<file path="src/rtl/sevenseg_scroller.sv">
// Message buffer that loads ASCII characters over valid/ready, then scrolls a
// 4-character window (message + 4 trailing spaces) into a registered 128-bit vector.
module sevenseg_scroller #(
  parameter int DEPTH      = 16,
  parameter int SCROLL_DIV = 25000000
) (
  input  logic         system1000,
  input  logic         system1000_rst,
  input  logic         wr_valid,
  output logic         wr_ready,
  input  logic [7:0]   wr_char,
  input  logic         wr_last,
  input  logic         enable,
  input  logic         reload,
  output logic [127:0] outputs_o,
  output logic         scrolling
);

  localparam int PW = $clog2(DEPTH + 4) + 1;
  localparam int DW = $clog2(SCROLL_DIV);
  localparam logic [127:0] ALL_SPACES = {4{32'd32}};

  typedef enum logic {ST_LOAD, ST_SCROLL} state_e;

  state_e         state_q, state_d;
  logic [PW-1:0]  wptr_q, wptr_d;
  logic [PW-1:0]  len_q, len_d;
  logic [PW-1:0]  pos_q, pos_d;
  logic [DW-1:0]  div_q, div_d;
  logic [127:0]   out_q, out_d;
  logic [7:0]     msg_q [DEPTH];

  logic           wr_acc;
  logic [PW-1:0]  seq_len;
  logic [PW-1:0]  win_idx [4];
  logic [127:0]   window;

  assign wr_ready  = (state_q == ST_LOAD);
  assign scrolling = (state_q == ST_SCROLL);
  assign outputs_o = out_q;
  assign wr_acc    = wr_valid && wr_ready;
  assign seq_len   = len_q + PW'(4);

  // pos+k never reaches 2*seq_len, so one conditional subtract implements the modulo.
  always_comb begin
    window = ALL_SPACES;
    for (int k = 0; k < 4; k++) begin
      win_idx[k] = pos_q + PW'(k);
      if (win_idx[k] >= seq_len) begin
        win_idx[k] = win_idx[k] - seq_len;
      end
      if (win_idx[k] < len_q) begin
        for (int j = 0; j < DEPTH; j++) begin
          if (win_idx[k] == PW'(j)) begin
            window[127-32*k -: 32] = {24'd0, msg_q[j]};
          end
        end
      end
    end
  end

  always_comb begin
    state_d = state_q;
    wptr_d  = wptr_q;
    len_d   = len_q;
    pos_d   = pos_q;
    div_d   = div_q;
    out_d   = ALL_SPACES;
    case (state_q)
      ST_LOAD: begin
        if (wr_acc) begin
          wptr_d = wptr_q + 1'b1;
          if (wr_last || (wptr_q == PW'(DEPTH - 1))) begin
            len_d   = wptr_q + 1'b1;
            pos_d   = '0;
            div_d   = '0;
            state_d = ST_SCROLL;
          end
        end
      end
      ST_SCROLL: begin
        if (reload) begin
          state_d = ST_LOAD;
          wptr_d  = '0;
          len_d   = '0;
          div_d   = '0;
        end else begin
          out_d = window;
          if (enable) begin
            if (div_q == DW'(SCROLL_DIV - 1)) begin
              div_d = '0;
              pos_d = (pos_q == seq_len - PW'(1)) ? '0 : pos_q + 1'b1;
            end else begin
              div_d = div_q + 1'b1;
            end
          end
        end
      end
      default: state_d = ST_LOAD;
    endcase
  end

  always_ff @(posedge system1000 or posedge system1000_rst) begin
    if (system1000_rst) begin
      state_q <= ST_LOAD;
      wptr_q  <= '0;
      len_q   <= '0;
      pos_q   <= '0;
      div_q   <= '0;
      out_q   <= ALL_SPACES;
    end else begin
      state_q <= state_d;
      wptr_q  <= wptr_d;
      len_q   <= len_d;
      pos_q   <= pos_d;
      div_q   <= div_d;
      out_q   <= out_d;
    end
  end

  // Buffer contents need no reset; only entries below len are ever displayed.
  always_ff @(posedge system1000) begin
    if (wr_acc) begin
      for (int j = 0; j < DEPTH; j++) begin
        if (wptr_q == PW'(j)) begin
          msg_q[j] <= wr_char;
        end
      end
    end
  end

endmodule

</file>
<file path="config.mk">
export PLATFORM = sky130hd
export DESIGN_NAME = sevenseg_scroller
export DESIGN_NICKNAME = d
export VERILOG_FILES = /design/src/rtl/sevenseg_scroller.sv
export SDC_FILE = /design/constraint.sdc
export NUM_CORES = 1
export LEC_CHECK = 0
export CELL_PAD_IN_SITES_DETAIL_PLACEMENT = 1
export CELL_PAD_IN_SITES_GLOBAL_PLACEMENT = 1
export CORE_ASPECT_RATIO = 1.1
export CORE_UTILIZATION = 45
export DETAILED_ROUTE_END_ITERATION = 10
export PLACE_DENSITY = 0.91
export SYNTH_ARGS = -nofsm -noshare
export SYNTH_HDL_FRONTEND = slang
export SYNTH_SLANG_ARGS = --single-unit
</file>
<file path="constraint.sdc">
create_clock -name system1000 -period 6.5 [get_ports system1000]
set_input_delay 1.3 -clock system1000 [delete_from_list [all_inputs] [get_ports system1000]]
set_output_delay 1.3 -clock system1000 [all_outputs]
set_load 0.02 [all_outputs]
</file>
==> impl_metrics.ini, run 1 <==
; synthesis and place-and-route metrics
[final_timing]
hold_viol_final = 0
period_needed_ns = 6.23
setup_viol_count_final = 0
final.setup_skew_ns = 0.0298
slew_violations = 2

[pwr]
total_switching_power_mw = 5.23
comb_cell_power_mw = 6.72
sequentialPowerShare = 0.173
seq_pwr_mw = 1.67
p_sw_frac = 0.541
totalPowerFinal_mw = 9.67
top_power_group = combinational cells
clkPwrFrac = 0.132

[synthesis]
post-synth-top-area-fraction = 0.261
synth_cell_type_count = 87
syn_avg_cell_area_um2 = 9.25
seq_area_frac_synth = 0.390
synth-warning-count = 0
syn_inst = 1595
netlist_top_cells_area = edfxtp_1 26%, dfrtp_1 12%, buf_4 5.0%
common_cells = 148 x nor2_1, 128 x edfxtp_1, 116 x nand2_1

[worst_setup_path]
crit_family = AND-OR/OR-AND gates
crit-reg2reg-capture = outputs_o[0]
setup.worst_path.class = reg2reg
r2r_setup_slack_ns = 0.27
critical_path_required_ns = 6.86
worst-path-stages = 14

[layout]
antenna_cells_inserted = 0
final_cell_mix = 148 x nor2_1, 128 x edfxtp_1, 116 x nand2_1, 104 x o21ai_0, 96 x conb_1
registers.top_by_ff_count = msg_q
layout_top_cell_excl_fill_tap = nor2_1
areaGrowthSynthToFinish_pct = 8.60
largest_register_ffs = 128
layout-drive-gt1-share = 0.0729
final_core_util = 0.496
post_layout_nonfiller_instances = 2059
layout.area.comb_um2 = 8160

[outcome]
failed_checks = capacitance limit, slew limit
result_of_the_run = finished, violations left

[routing]
wire_per_inst_um = 30.8
routed_via_density = 7.17
detail_route.iter0.violations = 2333

[floorplan]
initCoreUtil = 0.457
die_area_um2 = 33500
core_region_area_um2 = 32300
io_pins = 144
placement_rows = 69

[flow_run]
max_cap_violations = 1
tool_warnings = 34

[clock_tree]
hold_buffers = 0
clock-root-buffer = clkbuf_16
postCtsSetupRepairBufs = 0
clk_transition_reported_paths_ns = 0.07
worst_skew_pair.late_latency_ns = 0.55
clock_sink_count = 204

[placement]
dp_worst_setup_slack_ns = 0.624
total_cell_area_at_the_placement_stage_um2 = 15300
hpwl_mm = 46.2

[global_routing]
grt.total_usage = 0.374
antenna_violations_before_repair = 0

[worst_hold_path]
hold_start = div_q[5]
hold_path.class = reg2reg
-- run 1: per-layer routing --
layer  vias up  wire length, um  track usage
met4         0             3800        0.184
li1       6009                -            -
met2      1265            27800        0.588
met1      7148            23100        0.467
met3       336             8730        0.115
met5         -                0            0
-- run 1: layout make-up --
cell class                 count  area share
clock buffer                  26      0.0359
inverter                      41     0.00968
clock inverter                13     0.00922
multi-input combinational   1272       0.510
sequential                   204       0.359
tap                          426      0.0333
timing repair buffer          77      0.0434
-- run 1: cells by family after synthesis --
kind of cell | share of synthesized area
flip-flops | 0.390
adder cells (fa/ha/maj) | 0.0504
AND-OR/OR-AND | 0.278
AND/OR/NAND/NOR | 0.144
multiplexers | 0.0243
XOR/XNOR | 0.0303
buffers and inverters | 0.0833
other | 0.000254
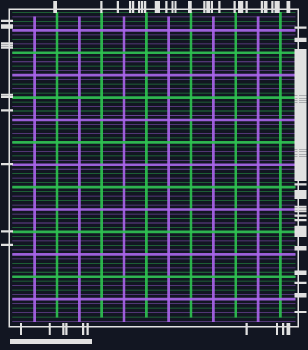
*PDN straps and rails, run 1*
Scale bar: 50 um. Pins as bars on the die edge.
legend:
  green:
    net: VDD
  purple:
    net: VSS
met1 rails: 70
signal pins: 144
met5 straps: 13

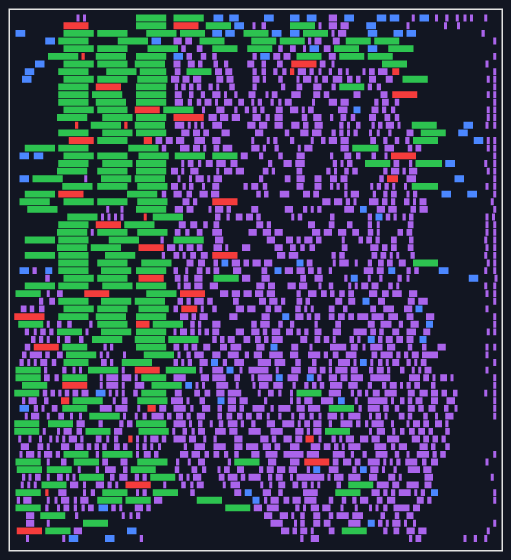
*Cells colored by class, run 1*
legend:
  red:
    class: clock drivers and dummy loads
    cells: 39
  blue:
    class: remaining buffers and delay cells
    cells: 77
  purple:
    class: remaining logic cells
    cells: 1313
  green:
    class: registers
    cells: 204

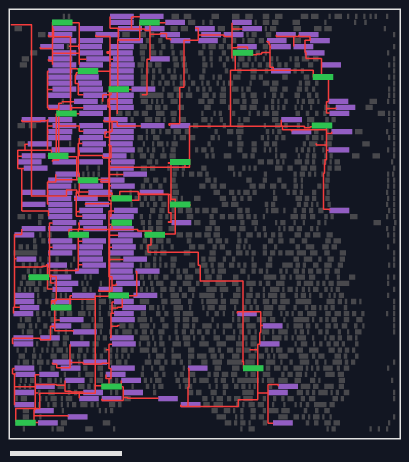
*Clock network drawn from the DEF, run 1*
Scale bar: 50 um.
legend:
  purple:
    item: flip-flops
    count: 204
  red:
    item: clock wires
    length: 2600 um
  green:
    item: clock-net drivers
    count: 22
routed clock nets: 23

--- run 2 (diff from run 1) ---
--- a/config.mk
+++ b/config.mk
@@ -10,6 +10,7 @@
 export CORE_ASPECT_RATIO = 1.1
 export CORE_UTILIZATION = 45
 export DETAILED_ROUTE_END_ITERATION = 10
+export GPL_TIMING_DRIVEN = 0
 export PLACE_DENSITY = 0.91
 export SYNTH_ARGS = -nofsm -noshare
 export SYNTH_HDL_FRONTEND = slang
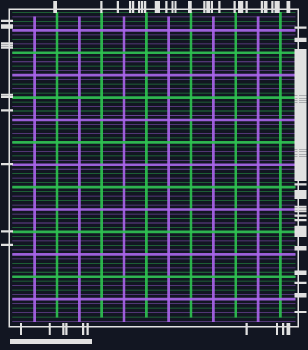
*PDN straps and rails, run 2*
Scale bar: 50 um. Pins as bars on the die edge.
legend:
  green:
    net: VDD
  purple:
    net: VSS
rows: 69
met1 rails: 70
met4 straps: 12
horizontal die dimension: 175 um
maximum VDD drop: 0.298 mV
area inside the core boundary: 32300 um2
Die Y-Extent: 192 um

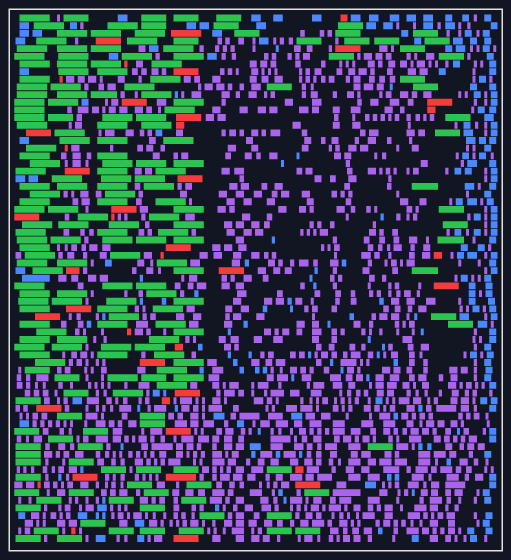
*Cells colored by class, run 2*
legend:
  blue:
    class: remaining buffers and delay cells
    cells: 224
  red:
    class: clock drivers and dummy loads
    cells: 41
  purple:
    class: remaining logic cells
    cells: 1313
  green:
    class: registers
    cells: 204
utilization after layout: 0.525
Non-Filler Cell Area, Final: 16900 um2
site row count: 69
register fraction of the total cell area: 0.339

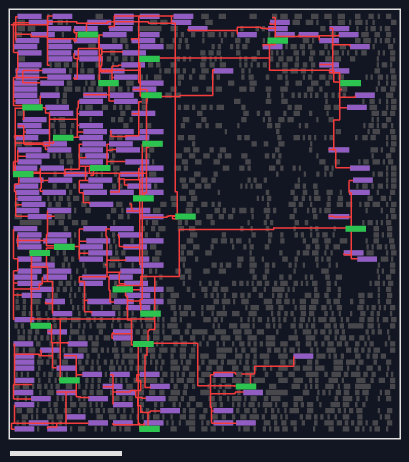
*Clock network drawn from the DEF, run 2*
Scale bar: 50 um.
legend:
  green:
    item: clock-net drivers
    count: 23
  purple:
    item: flip-flops
    count: 204
  red:
    item: clock wires
    length: 2900 um
flops lie: spread over the die

==> run 2 against run 1 <==
Compared with the run above: the flow now finishes without violations; cell area increased by 5.8%; register-to-register slack got worse by 0.18 ns; first-iteration DRC count decreased by 6.8%; setup slack got worse by 0.18 ns; power increased by 2.8%; non-clock buffer count increased by 147; clock skew decreased by 0.021 ns; critical path type unchanged; largest cell class unchanged.
==> impl_metrics.ini, run 2 <==
; synthesis and place-and-route metrics
[outcome]
result_of_the_run = completed

[clock_tree]
clock_sink_count = 204

[layout]
registers.top_by_ff_count = msg_q
combAreaFraction = 0.481
num-nonclk-inverters = 41
layout-drive-gt1-share = 0.125
layout.sequential_cells = 204
final_cell_mix = 148 x nor2_1, 128 x edfxtp_1, 116 x nand2_1, 104 x o21ai_0, 101 x buf_4
antenna_cells_inserted = 1
areaGrowthSynthToFinish_pct = 14.9
num-clock-buffers = 25

[placement]
total_cell_area_at_the_placement_stage_um2 = 16200

[final_timing]
final.setup_skew_ns = 0.00893
period_needed_ns = 6.42
hold_viol_final = 0
setup_viol_count_final = 0

[worst_hold_path]
hold_path.class = reg2reg
hold_start = div_q[2]

[routing]
detail_route.iter0.violations = 2175
wire_per_inst_um = 31.9
routed_via_density = 6.84

[pwr]
total_switching_power_mw = 5.41
p_sw_frac = 0.545
clkPwrFrac = 0.133
totalPowerFinal_mw = 9.93

[floorplan]
initCoreUtil = 0.457
io_pins = 144

[synthesis]
post_synth_and_or_nand_nor_area_fraction = 0.143
synth-compound-area-share = 0.278
synth.cellmix.adderShare = 0.0504
syn_avg_cell_area_um2 = 9.25
common_cells = 148 x nor2_1, 128 x edfxtp_1, 116 x nand2_1
synth.cellmix.xorXnorShare = 0.0303
synth_cell_type_count = 87
seq_area_frac_synth = 0.390
synth.mux.area_fraction = 0.0243

[global_routing]
antenna_violations_before_repair = 1
use_met1 = 0.528
grt_use_met2 = 0.644

[flow_run]
max_cap_violations = 0
[run 2: cell counts after synthesis]
No cell type changed its count.
[run 2: per-stage QoR]
stage	TNS (ns)	setup slack, ns	utilization	hold WS [ns]
5_1_grt	0	0.00596	0.525	0.564
3_5_place_dp	-3.53	-0.767	0.501	0.508
4_1_cts	0	0.168	0.525	0.521
2_1_floorplan	0	1.77	-	0.463
6_report	0	0.0846	0.525	0.525
3_3_place_gp	-1.70	-0.523	0.499	0.491
[run 2: what timing repair did]
item,4_1_cts,5_1_grt
pin swaps,1,0
resized,3,1
endpoints found under the setup margin,8,6
buffers inserted,3,0
[run 2: routing by layer]
layer	wire length, um	up-vias	share of wire
met3	9180	262	0.13
li1	-	6323	-
met4	3870	2	0.055
met2	30700	1105	0.44
met5	15	-	0.00021
met1	26800	7425	0.38
Power is estimated from default activity; no workload was simulated.
